<file path="config.mk">
export PLATFORM = sky130hd
export DESIGN_NAME = uart_bus_master_flat
export DESIGN_NICKNAME = d
export VERILOG_FILES = /design/src/rtl/uart_bus_master_if.sv /design/src/rtl/uart_bus_master.sv /design/src/flat_wrapper.sv
export SDC_FILE = /design/constraint.sdc
export NUM_CORES = 1
export LEC_CHECK = 0
export CAP_MARGIN = 20
export CORE_AREA = 5 5 132 134
export CTS_CLUSTER_DIAMETER = 50
export DETAILED_ROUTE_END_ITERATION = 8
export DIE_AREA = 0 0 137 139
export HOLD_SLACK_MARGIN = 0.1
export PLACE_DENSITY = 0.67
export SYNTH_ARGS = -nofsm -noshare
export SYNTH_HDL_FRONTEND = slang
export SYNTH_SLANG_ARGS = --single-unit
</file>
<file path="constraint.sdc">
create_clock -name clk -period 6.6 [get_ports clk]
set_clock_uncertainty 0.1 [all_clocks]
set_input_delay 1.32 -clock clk [delete_from_list [all_inputs] [get_ports clk]]
set_output_delay 1.32 -clock clk [all_outputs]
set_load 0.03 [all_outputs]
</file>
<file path="src/rtl/uart_bus_master_if.sv">
// uart_bus_master_if: UART byte-stream and memory-bus signals of the UART bus master.
//   master modport : the bus master side (drives tx_*, bus_req, mem_addr/wdata/wmask/rstrb).
//   slave modport  : the environment side (UART rx/tx, arbiter, memory).
// UART   : rx_data/rx_valid in, tx_data/tx_start out, tx_busy in.
// Bus    : bus_req/bus_gnt arbitration, mem_* FemtoRV32-style word access.
interface uart_bus_master_if;
    logic [7:0]  rx_data;
    logic        rx_valid;
    logic [7:0]  tx_data;
    logic        tx_start;
    logic        tx_busy;
    logic        bus_req;
    logic        bus_gnt;
    logic [31:0] mem_addr;
    logic [31:0] mem_wdata;
    logic [3:0]  mem_wmask;
    logic        mem_rstrb;
    logic [31:0] mem_rdata;
    logic        mem_rbusy;
    logic        mem_wbusy;

    modport master (
        input  rx_data, rx_valid, tx_busy, bus_gnt, mem_rdata, mem_rbusy, mem_wbusy,
        output tx_data, tx_start, bus_req, mem_addr, mem_wdata, mem_wmask, mem_rstrb
    );

    modport slave (
        output rx_data, rx_valid, tx_busy, bus_gnt, mem_rdata, mem_rbusy, mem_wbusy,
        input  tx_data, tx_start, bus_req, mem_addr, mem_wdata, mem_wmask, mem_rstrb
    );
endinterface

</file>
<file path="src/rtl/uart_bus_master.sv">
// uart_bus_master: UART-driven single-word initiator for the FemtoRV32 memory bus.
// Commands (little-endian fields):
//   'W' a0 a1 a2 a3 d0 d1 d2 d3 -> word write, reply 0x06
//   'R' a0 a1 a2 a3             -> word read, reply 4 data bytes LSB first
//   anything else or misaligned -> reply 0x15
// Ports:
//   clk, resetn : clock, asynchronous active-low reset
//   bus         : uart_bus_master_if.master (UART bytes + arbitrated memory bus)
//   busy        : high in every state except idle
module uart_bus_master #(
    parameter int unsigned IDLE_TIMEOUT = 2600000
) (
    input  logic                     clk,
    input  logic                     resetn,
    uart_bus_master_if.master        bus,
    output logic                     busy
);

    typedef enum logic [3:0] {
        StIdle, StAddr, StData, StReq, StWrStb, StWrWait, StRdStb, StRdWait, StTx, StTxWait
    } state_e;

    localparam logic [7:0]  CmdWrite    = 8'h57;
    localparam logic [7:0]  CmdRead     = 8'h52;
    localparam logic [7:0]  ReplyAck    = 8'h06;
    localparam logic [7:0]  ReplyNak    = 8'h15;
    localparam logic [31:0] TimeoutLast = 32'(IDLE_TIMEOUT - 1);

    state_e      state_q, state_d;
    logic [1:0]  byte_cnt_q, byte_cnt_d;
    logic [31:0] addr_q, addr_d;
    logic [31:0] wdata_q, wdata_d;
    logic        is_wr_q, is_wr_d;
    logic [31:0] reply_q, reply_d;   // byte on the wire is always reply_q[7:0]
    logic [1:0]  tx_idx_q, tx_idx_d;
    logic [1:0]  tx_last_q, tx_last_d;
    logic        tx_guard_q, tx_guard_d; // masks tx_busy for the first TX_WAIT cycle
    logic [31:0] idle_cnt_q, idle_cnt_d;
    logic        tx_start;

    always_ff @(posedge clk or negedge resetn) begin
        if (!resetn) begin
            state_q    <= StIdle;
            byte_cnt_q <= '0;
            addr_q     <= '0;
            wdata_q    <= '0;
            is_wr_q    <= 1'b0;
            reply_q    <= '0;
            tx_idx_q   <= '0;
            tx_last_q  <= '0;
            tx_guard_q <= 1'b0;
            idle_cnt_q <= '0;
        end else begin
            state_q    <= state_d;
            byte_cnt_q <= byte_cnt_d;
            addr_q     <= addr_d;
            wdata_q    <= wdata_d;
            is_wr_q    <= is_wr_d;
            reply_q    <= reply_d;
            tx_idx_q   <= tx_idx_d;
            tx_last_q  <= tx_last_d;
            tx_guard_q <= tx_guard_d;
            idle_cnt_q <= idle_cnt_d;
        end
    end

    always_comb begin
        state_d    = state_q;
        byte_cnt_d = byte_cnt_q;
        addr_d     = addr_q;
        wdata_d    = wdata_q;
        is_wr_d    = is_wr_q;
        reply_d    = reply_q;
        tx_idx_d   = tx_idx_q;
        tx_last_d  = tx_last_q;
        tx_guard_d = 1'b0;
        idle_cnt_d = '0;
        tx_start   = 1'b0;

        unique case (state_q)
            StIdle: begin
                if (bus.rx_valid) begin
                    byte_cnt_d = '0;
                    if (bus.rx_data == CmdWrite || bus.rx_data == CmdRead) begin
                        is_wr_d = (bus.rx_data == CmdWrite);
                        state_d = StAddr;
                    end else begin
                        reply_d   = {24'h0, ReplyNak};
                        tx_idx_d  = '0;
                        tx_last_d = '0;
                        state_d   = StTx;
                    end
                end
            end
            StAddr, StData: begin
                if (bus.rx_valid) begin
                    byte_cnt_d = byte_cnt_q + 2'd1;
                    // Shift in from the top so four LSB-first bytes land in place.
                    if (state_q == StAddr) begin
                        addr_d = {bus.rx_data, addr_q[31:8]};
                    end else begin
                        wdata_d = {bus.rx_data, wdata_q[31:8]};
                    end
                    if (byte_cnt_q == 2'd3) begin
                        byte_cnt_d = '0;
                        if (state_q == StData) begin
                            state_d = StReq;
                        end else if (addr_d[1:0] != 2'b00) begin
                            reply_d   = {24'h0, ReplyNak};
                            tx_idx_d  = '0;
                            tx_last_d = '0;
                            state_d   = StTx;
                        end else begin
                            state_d = is_wr_q ? StData : StReq;
                        end
                    end
                end else if (idle_cnt_q >= TimeoutLast) begin
                    // Abandon the partial command without a reply.
                    byte_cnt_d = '0;
                    state_d    = StIdle;
                end else begin
                    idle_cnt_d = idle_cnt_q + 32'd1;
                end
            end
            StReq: begin
                if (bus.bus_gnt) begin
                    state_d = is_wr_q ? StWrStb : StRdStb;
                end
            end
            StWrStb: state_d = StWrWait;
            StWrWait: begin
                if (!bus.mem_wbusy) begin
                    reply_d   = {24'h0, ReplyAck};
                    tx_idx_d  = '0;
                    tx_last_d = '0;
                    state_d   = StTx;
                end
            end
            StRdStb: state_d = StRdWait;
            StRdWait: begin
                if (!bus.mem_rbusy) begin
                    reply_d   = bus.mem_rdata;
                    tx_idx_d  = '0;
                    tx_last_d = 2'd3;
                    state_d   = StTx;
                end
            end
            StTx: begin
                if (!bus.tx_busy) begin
                    tx_start   = 1'b1;
                    tx_guard_d = 1'b1;
                    state_d    = StTxWait;
                end
            end
            StTxWait: begin
                if (!tx_guard_q && !bus.tx_busy) begin
                    if (tx_idx_q == tx_last_q) begin
                        state_d = StIdle;
                    end else begin
                        tx_idx_d = tx_idx_q + 2'd1;
                        reply_d  = {8'h00, reply_q[31:8]};
                        state_d  = StTx;
                    end
                end
            end
            default: state_d = StIdle;
        endcase
    end

    // Bus outputs are zero while not owning the bus so they can be OR-ed with the CPU's.
    always_comb begin
        bus.bus_req = (state_q == StReq)   || (state_q == StWrStb) || (state_q == StWrWait) ||
                      (state_q == StRdStb) || (state_q == StRdWait);
        bus.mem_addr  = bus.bus_req ? addr_q  : 32'h0;
        bus.mem_wdata = bus.bus_req ? wdata_q : 32'h0;
        bus.mem_wmask = (state_q == StWrStb) ? 4'hF : 4'h0;
        bus.mem_rstrb = (state_q == StRdStb);
        bus.tx_start  = tx_start;
        bus.tx_data   = (state_q == StTx) ? reply_q[7:0] : 8'h00;
        busy          = (state_q != StIdle);
    end

endmodule

</file>
<file path="src/flat_wrapper.sv">
// flat-port wrapper written by rule: the top's interface ports become plain ports
module uart_bus_master_flat 
#(
    parameter int unsigned IDLE_TIMEOUT = 2600000
)
  (clk, resetn, busy, bus_rx_data, bus_rx_valid, bus_tx_busy, bus_bus_gnt, bus_mem_rdata, bus_mem_rbusy, bus_mem_wbusy, bus_tx_data, bus_tx_start, bus_bus_req, bus_mem_addr, bus_mem_wdata, bus_mem_wmask, bus_mem_rstrb);
  uart_bus_master_if bus_i ();
  input  logic clk;
  input  logic resetn;
  output logic busy;
  input wire logic [$bits(bus_i.rx_data)-1:0] bus_rx_data;
  input wire logic [$bits(bus_i.rx_valid)-1:0] bus_rx_valid;
  input wire logic [$bits(bus_i.tx_busy)-1:0] bus_tx_busy;
  input wire logic [$bits(bus_i.bus_gnt)-1:0] bus_bus_gnt;
  input wire logic [$bits(bus_i.mem_rdata)-1:0] bus_mem_rdata;
  input wire logic [$bits(bus_i.mem_rbusy)-1:0] bus_mem_rbusy;
  input wire logic [$bits(bus_i.mem_wbusy)-1:0] bus_mem_wbusy;
  output wire logic [$bits(bus_i.tx_data)-1:0] bus_tx_data;
  output wire logic [$bits(bus_i.tx_start)-1:0] bus_tx_start;
  output wire logic [$bits(bus_i.bus_req)-1:0] bus_bus_req;
  output wire logic [$bits(bus_i.mem_addr)-1:0] bus_mem_addr;
  output wire logic [$bits(bus_i.mem_wdata)-1:0] bus_mem_wdata;
  output wire logic [$bits(bus_i.mem_wmask)-1:0] bus_mem_wmask;
  output wire logic [$bits(bus_i.mem_rstrb)-1:0] bus_mem_rstrb;
  assign bus_i.rx_data = bus_rx_data;
  assign bus_i.rx_valid = bus_rx_valid;
  assign bus_i.tx_busy = bus_tx_busy;
  assign bus_i.bus_gnt = bus_bus_gnt;
  assign bus_i.mem_rdata = bus_mem_rdata;
  assign bus_i.mem_rbusy = bus_mem_rbusy;
  assign bus_i.mem_wbusy = bus_mem_wbusy;
  assign bus_tx_data = bus_i.tx_data;
  assign bus_tx_start = bus_i.tx_start;
  assign bus_bus_req = bus_i.bus_req;
  assign bus_mem_addr = bus_i.mem_addr;
  assign bus_mem_wdata = bus_i.mem_wdata;
  assign bus_mem_wmask = bus_i.mem_wmask;
  assign bus_mem_rstrb = bus_i.mem_rstrb;
  uart_bus_master #(.IDLE_TIMEOUT(IDLE_TIMEOUT)) u_core (.clk(clk), .resetn(resetn), .bus(bus_i), .busy(busy));
endmodule
</file>
zoom.png
Region (9, 79) to (59, 129) um. Cells in gray, sequential cells in the stronger gray; small squares are vias.
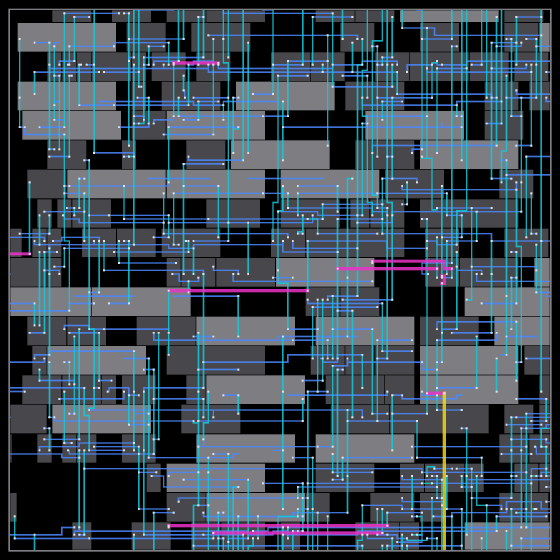
- met1: blue
- met2: cyan
- met4: yellow
- met3: magenta
- cells with their middle in the window: 134
- sequential cells in the window: 28
- netlist names of flops here include: u_core.reply_q (24), u_core.tx_idx_q (2)
- most frequent: dfrtp_1 (28), a22o_1 (20), mux2_4 (15)

pdn.png
Pins as bars on the die edge.
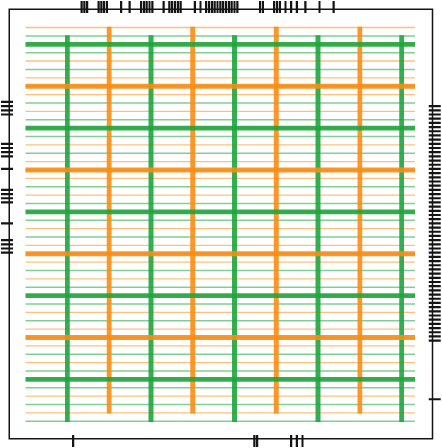
- VSS: green
- VDD: orange
- rows: 47
- signal pins: 127
total core area: 16170 um^2
die extent in y: 139 um
worst vdd ir: 0.2062 mV

final_clocks.png
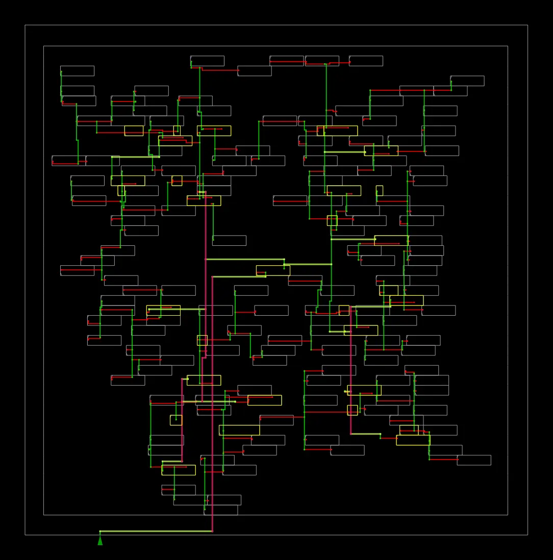
Clock Power: 0.892 mW
flip-flop and latch count: 139

gate_families.png
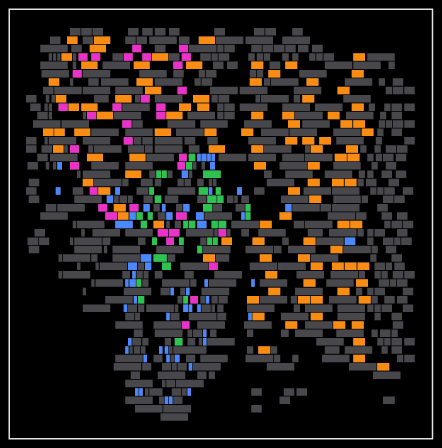
- NOR gates: blue (cells 56)
- multiplexers: orange (cells 102)
- AND-OR and OR-AND gates: magenta (cells 34)
- inverting AOI/OAI gates: green (cells 32; where middle)

registers.png
Other sequential cells in the stronger gray, the rest of the logic in the fainter gray.
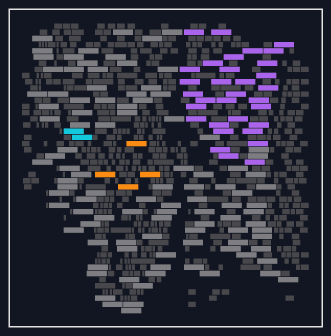
- u_core.state_q: orange (placed flops 4; where middle)
- u_core.tx_idx_q: cyan (placed flops 2)
- u_core.wdata_q: purple (placed flops 32)
Seq power: 1.17 mW
Finished Core Util: 54.29%
sequential cell area share: 39.62%
Flop area: 3478 um^2

==> impl_metrics.ini <==
; generated from flow reports
[timing]
finalSetupViolCount = 0
setup_tns_ns = 0
slew_violations = 0
fin_ws_ns = 2.317
timing.fmax_mhz = 233.5
hold-worst-slack_ns = 0.3840
tightest_slew_ns = 1.002

[synth]
most_common_cell = dfrtp_1
synth-main-ff-cell = dfrtp_1
topCellsByArea = dfrtp_1, mux2_2, and2_1
yosys_cells = 578
synth_top_cell_by_area = dfrtp_1
ys_sh_adder_pct = 0.3716
ys_sh_mux_pct = 17.95
yosysUniqueCellTypes = 58
top_area_share_pct = 51.65
ys_chip_area_um2 = 6734

[worst_setup_path]
start_kind = flop
critPathKind = flop to primary output
timing.rr.start = u_core.state_q[3]$_DFFE_PN0P_
end_kind = primary output
critPathLaunch = u_core.state_q[1]$_DFFE_PN0P_
cp_data_arrival_time_ns = 2.86

[placement]
placed_area_um2 = 8182

[clocking]
post-cts-setup-buffers = 0
clk_pin_slew_worst_paths_ns = 0.05
htreeDepth = 4

[pwr]
p_per_area_nw_per_um2 = 339.4
swShare_pct = 33.18
pwr-share-clk_pct = 29.9
p_sw_mw = 0.9887

[layout]
antennaDiodeCount = 0
syn_to_final_growth_pct = 30.38

[global_routing]
grt_pass1_vias = 4760

[floorplan]
fp.dieW_um = 137

[detailed_routing]
drc = 0
ant_nets = 0

[hold_path]
hold_start = u_core.idle_cnt_q[0]$_DFF_PN0_

[run_status]
outcome = completed
[final cells by class]
class / instances / area [um^2]
Clock buffer: 20 / 466.7
Clock inverter: 11 / 96.34
Fill cell: 1392 / 7392
Inverter: 12 / 45.04
Multi-Input combinational cell: 399 / 3090
Sequential cell: 139 / 3478
Tap cell: 220 / 275.3
Timing Repair Buffer: 132 / 1328
[layer usage]
metal / wire length [um] / GRT usage (%) / up-vias / share of wire (%)
met4: 223 / 5.462 / 0 / 1.5
met3: 914 / 4.499 / 17 / 6.0
met5: 0 / 0 / - / 0
li1: - / - / 2264 / -
met1: 6877 / 22.82 / 2314 / 45
met2: 7100 / 24.19 / 148 / 47
Power figures rest on the tool's default switching activity, not on a simulated workload.
